===== config.mk =====
export PLATFORM = sky130hd
export DESIGN_NAME = pico_reg_file
export DESIGN_NICKNAME = d
export VERILOG_FILES = /design/src/rtl/pico_pkg.sv /design/src/rtl/reg_read_port.sv /design/src/rtl/pico_reg_file.sv
export SDC_FILE = /design/constraint.sdc
export NUM_CORES = 1
export LEC_CHECK = 0
export ABC_AREA = 1
export CAP_MARGIN = 20
export CORE_MARGIN = 1.5
export CORE_UTILIZATION = 40
export DETAILED_ROUTE_END_ITERATION = 10
export SLEW_MARGIN = 20
export SYNTH_ARGS = -nofsm -noshare
export SYNTH_HDL_FRONTEND = slang
export SYNTH_SLANG_ARGS = --single-unit

===== constraint.sdc =====
create_clock -name clk -period 20.5 [get_ports clk]
set_input_delay 4.1 -clock clk [delete_from_list [all_inputs] [get_ports clk]]
set_output_delay 4.1 -clock clk [all_outputs]
set_load 0.01 [all_outputs]

===== src/rtl/pico_pkg.sv =====
// Shared definitions for the pico MIPS datapath.
//
// Contents:
//   REG_ADDR_W / REG_DATA_W / NUM_REGS - default register-file geometry
//   reg_addr_t / reg_data_t            - address and data word types
//   ZERO_REG                           - index of the hardwired-zero register
package pico_pkg;

    localparam int REG_ADDR_W = 5;
    localparam int REG_DATA_W = 8;
    localparam int NUM_REGS   = 32;

    typedef logic [REG_ADDR_W-1:0] reg_addr_t;
    typedef logic [REG_DATA_W-1:0] reg_data_t;

    localparam reg_addr_t ZERO_REG = '0;

endpackage


===== src/rtl/reg_read_port.sv =====
// Combinational read port for pico_reg_file.
//
// Handles the hardwired-zero register, out-of-range addresses and (optionally)
// write-through bypass. Instantiated once per read port.
//
// Configuration macro: REG_FILE_BYPASS_EN - when defined, a pending write to
// the addressed register is forwarded to the output before the clock edge.
//
// Ports:
//   reset     in  1   asynchronous reset, forces output to zero
//   addr      in  A   read address
//   regs      in  N*M register contents (entry 0 is ignored)
//   w_enable  in  1   write strobe (bypass build only)
//   Rd        in  A   write address (bypass build only)
//   Wdata     in  N   write data (bypass build only)
//   rdata     out N   read data
module reg_read_port
    import pico_pkg::*;
#(
    parameter int N = REG_DATA_W,
    parameter int M = NUM_REGS,
    localparam int A = $clog2(M)
) (
    input  logic         reset,
    input  logic [A-1:0] addr,
    input  logic [N-1:0] regs [M],
`ifdef REG_FILE_BYPASS_EN
    input  logic         w_enable,
    input  logic [A-1:0] Rd,
    input  logic [N-1:0] Wdata,
`endif
    output logic [N-1:0] rdata
);

    logic addr_valid;

    // Zero register and addresses beyond the array never carry data.
    assign addr_valid = (addr != A'(ZERO_REG)) && (int'(addr) < M);

`ifdef REG_FILE_BYPASS_EN
    logic bypass_hit;

    assign bypass_hit = w_enable && (Rd == addr) && addr_valid;

    always_comb begin
        rdata = '0;
        if (!reset && addr_valid) begin
            if (bypass_hit) begin
                rdata = Wdata;
            end else begin
                rdata = regs[addr];
            end
        end
    end
`else
    always_comb begin
        rdata = '0;
        if (!reset && addr_valid) begin
            rdata = regs[addr];
        end
    end
`endif

endmodule


===== src/rtl/pico_reg_file.sv =====
// Register file for the pico MIPS datapath: M registers of N bits, one
// synchronous write port sharing its address with the first of two
// combinational read ports. Register 0 reads as zero and ignores writes.
//
// Configuration macro: REG_FILE_BYPASS_EN - enables write-through bypass on
// both read ports (see reg_read_port).
//
// Ports:
//   clk       in  1  system clock, writes on rising edge
//   reset     in  1  asynchronous active-high reset, clears all registers
//   Rd        in  A  write address and Rd_data read address
//   Rs        in  A  Rs_data read address
//   Wdata     in  N  write data
//   w_enable  in  1  write strobe
//   Rd_data   out N  contents of register Rd
//   Rs_data   out N  contents of register Rs
module pico_reg_file
    import pico_pkg::*;
#(
    parameter int N = REG_DATA_W,
    parameter int M = NUM_REGS,
    localparam int A = $clog2(M)
) (
    input  logic         clk,
    input  logic         reset,
    input  logic [A-1:0] Rd,
    input  logic [A-1:0] Rs,
    input  logic [N-1:0] Wdata,
    input  logic         w_enable,
    output logic [N-1:0] Rd_data,
    output logic [N-1:0] Rs_data
);

    // Register 0 has no storage; the read view ties it to zero.
    logic [N-1:0] store [1:M-1];
    logic [N-1:0] regs_view [M];
    logic         wr_valid;

    assign wr_valid = w_enable && (Rd != A'(ZERO_REG)) && (int'(Rd) < M);

    always_ff @(posedge clk or posedge reset) begin
        if (reset) begin
            for (int unsigned i = 1; i < M; i++) begin
                store[i] <= '0;
            end
        end else if (wr_valid) begin
            store[Rd] <= Wdata;
        end
    end

    always_comb begin
        regs_view[0] = '0;
        for (int unsigned i = 1; i < M; i++) begin
            regs_view[i] = store[i];
        end
    end

    reg_read_port #(.N(N), .M(M)) u_rd_port (
        .reset    (reset),
        .addr     (Rd),
        .regs     (regs_view),
`ifdef REG_FILE_BYPASS_EN
        .w_enable (w_enable),
        .Rd       (Rd),
        .Wdata    (Wdata),
`endif
        .rdata    (Rd_data)
    );

    reg_read_port #(.N(N), .M(M)) u_rs_port (
        .reset    (reset),
        .addr     (Rs),
        .regs     (regs_view),
`ifdef REG_FILE_BYPASS_EN
        .w_enable (w_enable),
        .Rd       (Rd),
        .Wdata    (Wdata),
`endif
        .rdata    (Rs_data)
    );

endmodule


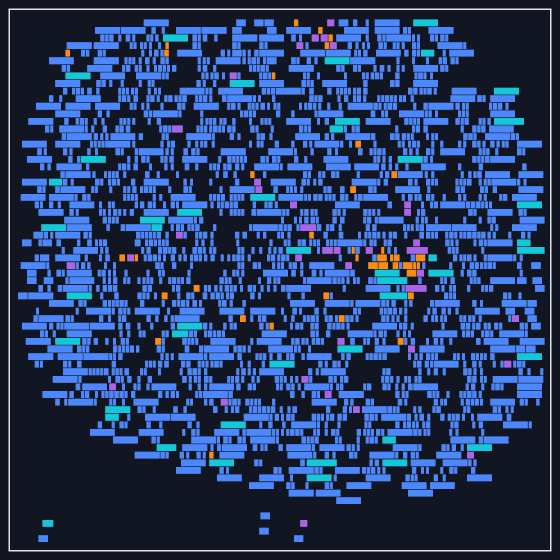
(run_1/drive_strength.png)
cyan -> drive 6 and up  # cells 45, share 2.1%, most used clkbuf_16
orange -> drive 2  # cells 39, share 1.8%, most used nand2_2
purple -> drive 3 to 4  # cells 36, share 1.6%, most used buf_4
blue -> drive 1 or less  # cells 2074, share 95%, most used nand2_1
min setup slack post-route: 8.652 ns
Area Growth Syn to Fin: 10.94%

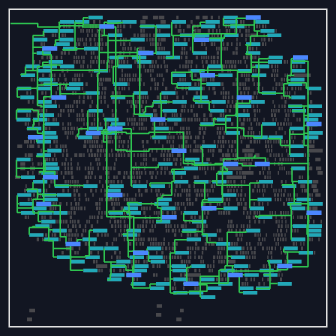
(run_1/clock_map.png)
green -> clock wires  # length 3750 µm
blue -> cells driving clock nets  # count 29
cyan -> flip-flops  # count 248
flops lie = widely spread

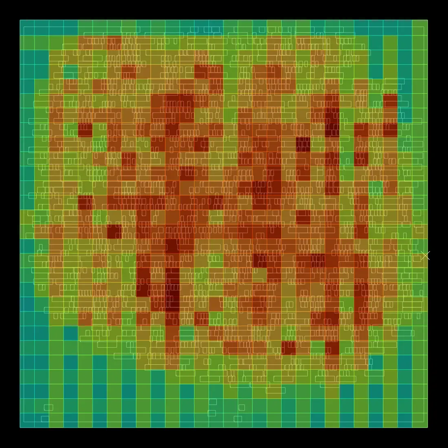
(run_1/final_congestion.png)
grt met2 use: 40.90%
M3 GR Usage: 5.027%
met1 GRT Util: 40.07%
Routed WL per cell: 19.29 µm
Total GRT Usage: 27.66%

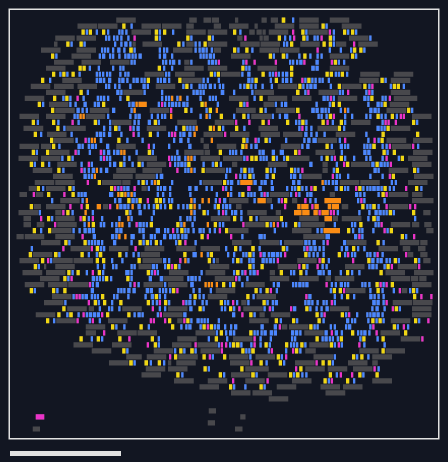
(run_1/gate_families.png)
Bar = 50 µm.
yellow -> inverting AOI/OAI gates  # cells 372, most used o21ai_0, where widely spread
magenta -> inverters  # cells 215, most used inv_1
blue -> NAND gates  # cells 1172, most used nand2_1
orange -> NOR gates  # cells 71, most used nor2_1

==> impl_metrics.py, run 1 <==
# Generated from Yosys and OpenROAD reports
metrics = {
    "setup_path": {
        "slowest_stage": "buf_4",
        "path_buffers": 5,
        "criticalPathCategory": "input pin to output port",
        "path_max_fanout": 75,
        "arrival_ns": 7.75,
        "ff2ff_setup_slack_ns": 19.75,
        "worstPathRequired_ns": 16.40,
        "r2r_start": "regs_view[145]",
    },
    "clock_tree": {
        "cts_tree": "done",
        "clock_latency_ns": 0.58,
        "clk_pin_slew_ns": 0.06,
        "numCtsBuffers": 29,
        "cts.sinks": 248,
        "cts_resized": 0,
        "ctsHoldBuffers": 0,
        "root_buffer": "clkbuf_16",
    },
    "synthesis": {
        "synth_simple_gate_area_share_pct": 34.82,
        "yosysWarnings": 0,
        "yosysChipArea_mm2": 0.01454,
        "synth_nets": 2242,
        "syn_area_mm2": 0.01454,
        "synth_flops": 248,
    },
    "grt": {
        "grt-ovfl-total": 0,
        "grt_start_max_net_pins": 158,
    },
    "placement": {
        "post-place-ws_ns": 8.740,
        "placedInstanceArea_mm2": 0.01509,
        "gp_congestion": 0.9185,
        "dp.cells": 2600,
        "hpwl_um": 32570,
    },
    "floorplan": {
        "fp.dieW_um": 193.6,
        "dieArea_mm2": 0.03749,
        "fp_util_pct": 40.77,
        "rows": 69,
    },
    "sta": {
        "finalSetupViolCount": 0,
        "clock_skew_ns": 0,
        "tns_ns": 0,
        "worstMarginPinSlew_ns": 1.097,
    },
    "pwr": {
        "p_per_area_mw_per_mm2": 94.26,
        "leakage_nw": 7.899,
    },
    "final_layout": {
        "n_fill_cell": 3660,
        "logic_area_mm2": 0.006923,
    },
    "worst_hold_path": {
        "hp-class": "flop to flop",
    },
    "outcome": {
        "outcome": "finished with violations",
        "violations": "DRC",
    },
    "route": {
        "drc": 2,
    },
}
[run 1: where the power goes]
group          switching [mW]  internal (mW)
registers              0.0668          0.584
logic                   0.210          0.111
clock network           0.228          0.320
total                   0.506           1.01
[run 1: per-stage QoR]
step,hold WS [ns],util (%)
final,0.4859,45.23
after global routing,0.5069,45.22
after CTS,0.4888,45.15
after detailed placement,0.4735,42.31
after global placement,0.4677,42.20
after floorplan,0.4530,-
[run 1: layer usage]
layer  wire (µm)  track usage (%)  vias up
met5           0                0        -
met4        2015            10.67        0
met3        4717            5.027      108
met2       22050            40.90      658
met1       22460            40.07     6741
li1            -                -     6863
[run 1: synthesized netlist by cell type]
| cell type | instances | area [µm²] |
|---|---|---|
| inv_1 | 205 | 769.5 |
| nor2_2 | 3 | 18.77 |
| nor2_4 | 2 | 22.52 |
| nor3_1 | 2 | 10.01 |
| buf_2 | 30 | 150.1 |
| o21ai_1 | 84 | 420.4 |
| nand3_1 | 204 | 1021 |
| clkbuf_1 | 93 | 349.1 |
| buf_1 | 13 | 48.80 |
| nand4_1 | 1 | 6.260 |
| nor3_4 | 1 | 16.27 |
| nor4_4 | 2 | 42.54 |
| o21ai_0 | 273 | 1366 |
| nand2_2 | 11 | 68.82 |
| buf_4 | 7 | 52.55 |
| nor3_2 | 6 | 60.06 |
| a21oi_1 | 15 | 75.07 |
| inv_2 | 8 | 30.03 |
| dfrtp_1 | 248 | 6206 |
| nand2_1 | 956 | 3588 |
| nor2_1 | 55 | 206.5 |
| clkinv_1 | 2 | 7.510 |
[run 1: cell type report]
type,count,share of cell area [%]
Antenna cell,1,0.01552
Clock inverter,18,1.234
Sequential cell,248,38.48
Inverter,215,5.059
Multi-Input combinational cell,1615,42.93
Tap cell,461,3.577
Clock buffer,36,5.035
Timing Repair Buffer,62,3.670
[run 1: layout by cell type, fill, tap and decap left out]
cell type,synthesis,layout
nand2_1,956,956
o21ai_0,273,273
dfrtp_1,248,248
nand3_1,204,204
inv_1,205,201
o21ai_1,84,84
nor2_1,55,55
clkdlybuf4s50_1,0,31
clkbuf_16,0,29
buf_4,7,24
a21oi_1,15,15
nand2_2,11,11
inv_2,8,9
clkinv_2,0,7
nor3_2,6,6
clkinvlp_4,0,6
clkbuf_8,0,6
clkinv_1,2,3
nor2_2,3,3
bufinv_16,0,3
buf_2,30,3
nor3_1,2,2
nor2_4,2,2
nor4_4,2,2
buf_16,0,2
diode_2,0,1
nor3_4,1,1
nand4_1,1,1
inv_8,0,1
inv_6,0,1
clkbuf_1,93,1
clkinv_4,0,1
clkinv_8,0,1
buf_6,0,1
buf_12,0,1
[run 1: worst max-delay path by stage]
stage / from / to / cells after the start / slack [ns]
2_1_floorplan: reset / Rd_data[0] / 3 / 5.63
3_3_place_gp: Rd[0] / Rd_data[4] / 11 / 8.69
3_5_place_dp: Rd[0] / Rd_data[1] / 12 / 8.74
4_1_cts: Rd[0] / Rd_data[1] / 12 / 8.74
5_1_grt: Rd[0] / Rd_data[1] / 12 / 8.49
6_report: Rd[0] / Rd_data[1] / 12 / 8.65
[run 1: tightest hold or removal path: stages, from the launching register on]
cell and delay (ns):
dfrtp_1 0.34, nand2_1 0.05, o21ai_0 0.06
## Run 2: what changed since run 1
clock period = 12.1 ns   (was 20.5 ns; I/O delays follow)
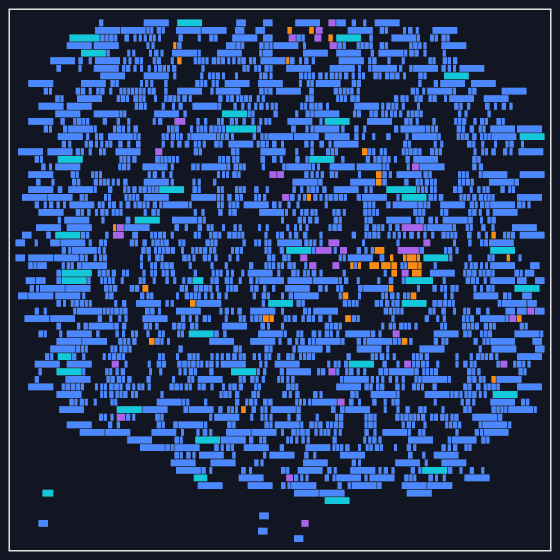
(run_2/drive_strength.png)
cyan -> drive 6 and up  # cells 38, share 1.7%, most used clkbuf_16
blue -> drive 1 or less  # cells 2075, share 95%, most used nand2_1
orange -> drive 2  # cells 40, share 1.8%, most used nand2_2
purple -> drive 3 to 4  # cells 34, share 1.6%, most used buf_4
Non-clk bufs: 61
Design Area, Final: 0.01602 mm²
Area Growth Syn to Fin: 10.22%

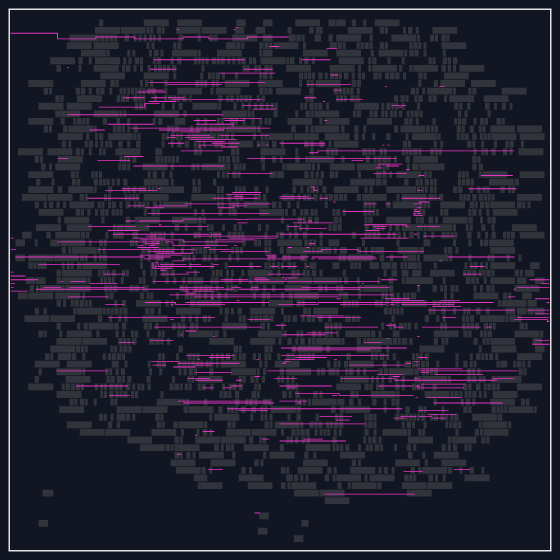
(run_2/met3.png)
longest straight run = 81.0 µm
wire length on this layer = 4300 µm
main direction = horizontal

==> impl_metrics.py, run 2 <==
# Generated from Yosys and OpenROAD reports
metrics = {
    "placement": {
        "post-place-ws_ns": 3.652,
        "gp_congestion": 0.9081,
        "hpwl_um": 32660,
    },
    "synthesis": {
        "synthArstFlopShare_pct": 100.0,
        "top_cells_by_area": "dfrtp_1 43%, nand2_1 25%, o21ai_0 9.4%",
        "ys.flop_type": "dfrtp_1",
        "yosysMostFrequentCell": "nand2_1",
        "yosysWarnings": 0,
        "yosysChipArea_mm2": 0.01454,
        "syn_area_mm2": 0.01454,
        "top_area_share_pct": 42.69,
        "synth_top_cell_by_area": "dfrtp_1",
        "synth_nets": 2242,
        "synth_simple_gate_area_share_pct": 34.82,
        "synthTopCellsByCount": "956 x nand2_1, 273 x o21ai_0, 248 x dfrtp_1",
    },
    "final_layout": {
        "layout_top_cell": "nand2_1",
        "num_antenna_cells": 0,
        "final_layout_top_logic_cells": "956 x nand2_1, 273 x o21ai_0, 248 x dfrtp_1, 204 x nand3_1, 201 x inv_1",
    },
    "grt": {
        "grt_usage_pct": 27.60,
        "grt-ovfl-total": 0,
        "grt_start_max_net_pins": 116,
    },
    "pwr": {
        "power_switching_mw": 0.8379,
        "pwr-share-seq_pct": 43.4,
        "p_comb_share_pct": 21.3,
        "leakage_nw": 7.869,
        "p_per_area_mw_per_mm2": 158.9,
        "clkPwrFrac_pct": 35.3,
    },
    "outcome": {
        "outcome": "finished with violations",
        "violations": "DRC",
    },
    "setup_path": {
        "cp-startpoint": "Rd[0]",
        "criticalPathCategory": "input pin to output port",
        "path_buffers": 4,
        "path_max_fanout": 75,
        "r2r_start": "regs_view[149]",
    },
    "sta": {
        "worstMarginPinSlew_ns": 1.117,
        "setup_ws_ns": 3.763,
        "clock_skew_ns": 0,
        "tns_ns": 0,
        "finalSetupViolCount": 0,
    },
    "clock_tree": {
        "cts.sinks": 248,
        "clock_latency_ns": 0.56,
        "cts_resized": 0,
        "clk_pin_slew_ns": 0.06,
        "ctsHoldBuffers": 0,
        "cts_tree": "done",
    },
    "worst_hold_path": {
        "hp-class": "flop to flop",
    },
    "route": {
        "drc": 1,
        "detail_route.wl_per_cell_um": 19.34,
    },
    "floorplan": {
        "dieArea_mm2": 0.03749,
        "fp_util_pct": 40.77,
        "fp.dieW_um": 193.6,
    },
}
==> run 2: cell counts after synthesis <==
Identical to the previous run, type by type.
==> run 2: logic make-up after synthesis <==
kind of cell / Yosys count
buffers and inverters: 358
AOI/OAI and AO/OA: 372
DFF: 248
and+or+nand+nor: 1243
==> run 2: path summary, 6_finish.rpt <==
check                                       to  slack, ns  depth (start not counted)
worst max-delay path                Rd_data[3]       3.76                         11
worst min-delay path             regs_view[78]       0.48                          2
worst max register to register  regs_view[149]      11.33                          2
worst min register to register   regs_view[78]       0.48                          2
max in group asynchronous        regs_view[72]       7.35                          4
min in group asynchronous       regs_view[153]       2.41                          2
==> run 2: tightest hold or removal path: stages (launching register included) <==
cell	delay, ns
dfrtp_1	0.34
nand2_1	0.05
o21ai_0	0.06
==> run 2: cell type report <==
| cell class | count | area (µm²) |
|---|---|---|
| Clock buffer | 34 | 764.5 |
| Clock inverter | 14 | 182.7 |
| Fill cell | 3695 | 19630 |
| Inverter | 215 | 815.8 |
| Multi-Input combinational cell | 1615 | 6928 |
| Sequential cell | 248 | 6206 |
| Tap cell | 461 | 576.8 |
| Timing Repair Buffer | 61 | 548.0 |
==> run 2: stage by stage <==
step | cells | cell area (µm²) | utilization [%] | hold slack [ns] | power [mW]
6_report | 2648 | 16020 | 44.93 | 0.4839 | 2.546
5_1_grt | 2648 | 16020 | 44.93 | 0.5085 | 2.691
4_1_cts | 2648 | 16020 | 44.92 | 0.4876 | 2.554
3_5_place_dp | 2600 | 15070 | 42.26 | 0.4732 | 1.649
3_3_place_gp | 2599 | 15040 | 42.19 | 0.4671 | 1.635
2_1_floorplan | 2221 | 14540 | - | 0.4530 | 1.471
==> run 2: metal layers <==
metal  wire length, µm  GRT usage [%]  vias up
met3              4299          4.592      125
met2             21890          41.06      646
met1             22940          39.89     6652
met4              2081          11.05        0
met5                 0              0        -
li1                  -              -     6859
==> run 2: power groups by stage <==
stage                     Combinational, mW  Sequential, mW  Clock (mW)
final                                 0.542            1.10       0.900
after global routing                  0.627            1.12       0.941
after CTS                             0.539            1.10       0.915
after detailed placement              0.537            1.11           0
after global placement                0.526            1.11           0
after floorplan                       0.393            1.08           0
Power figures rest on the tool's default switching activity, not on a simulated workload.
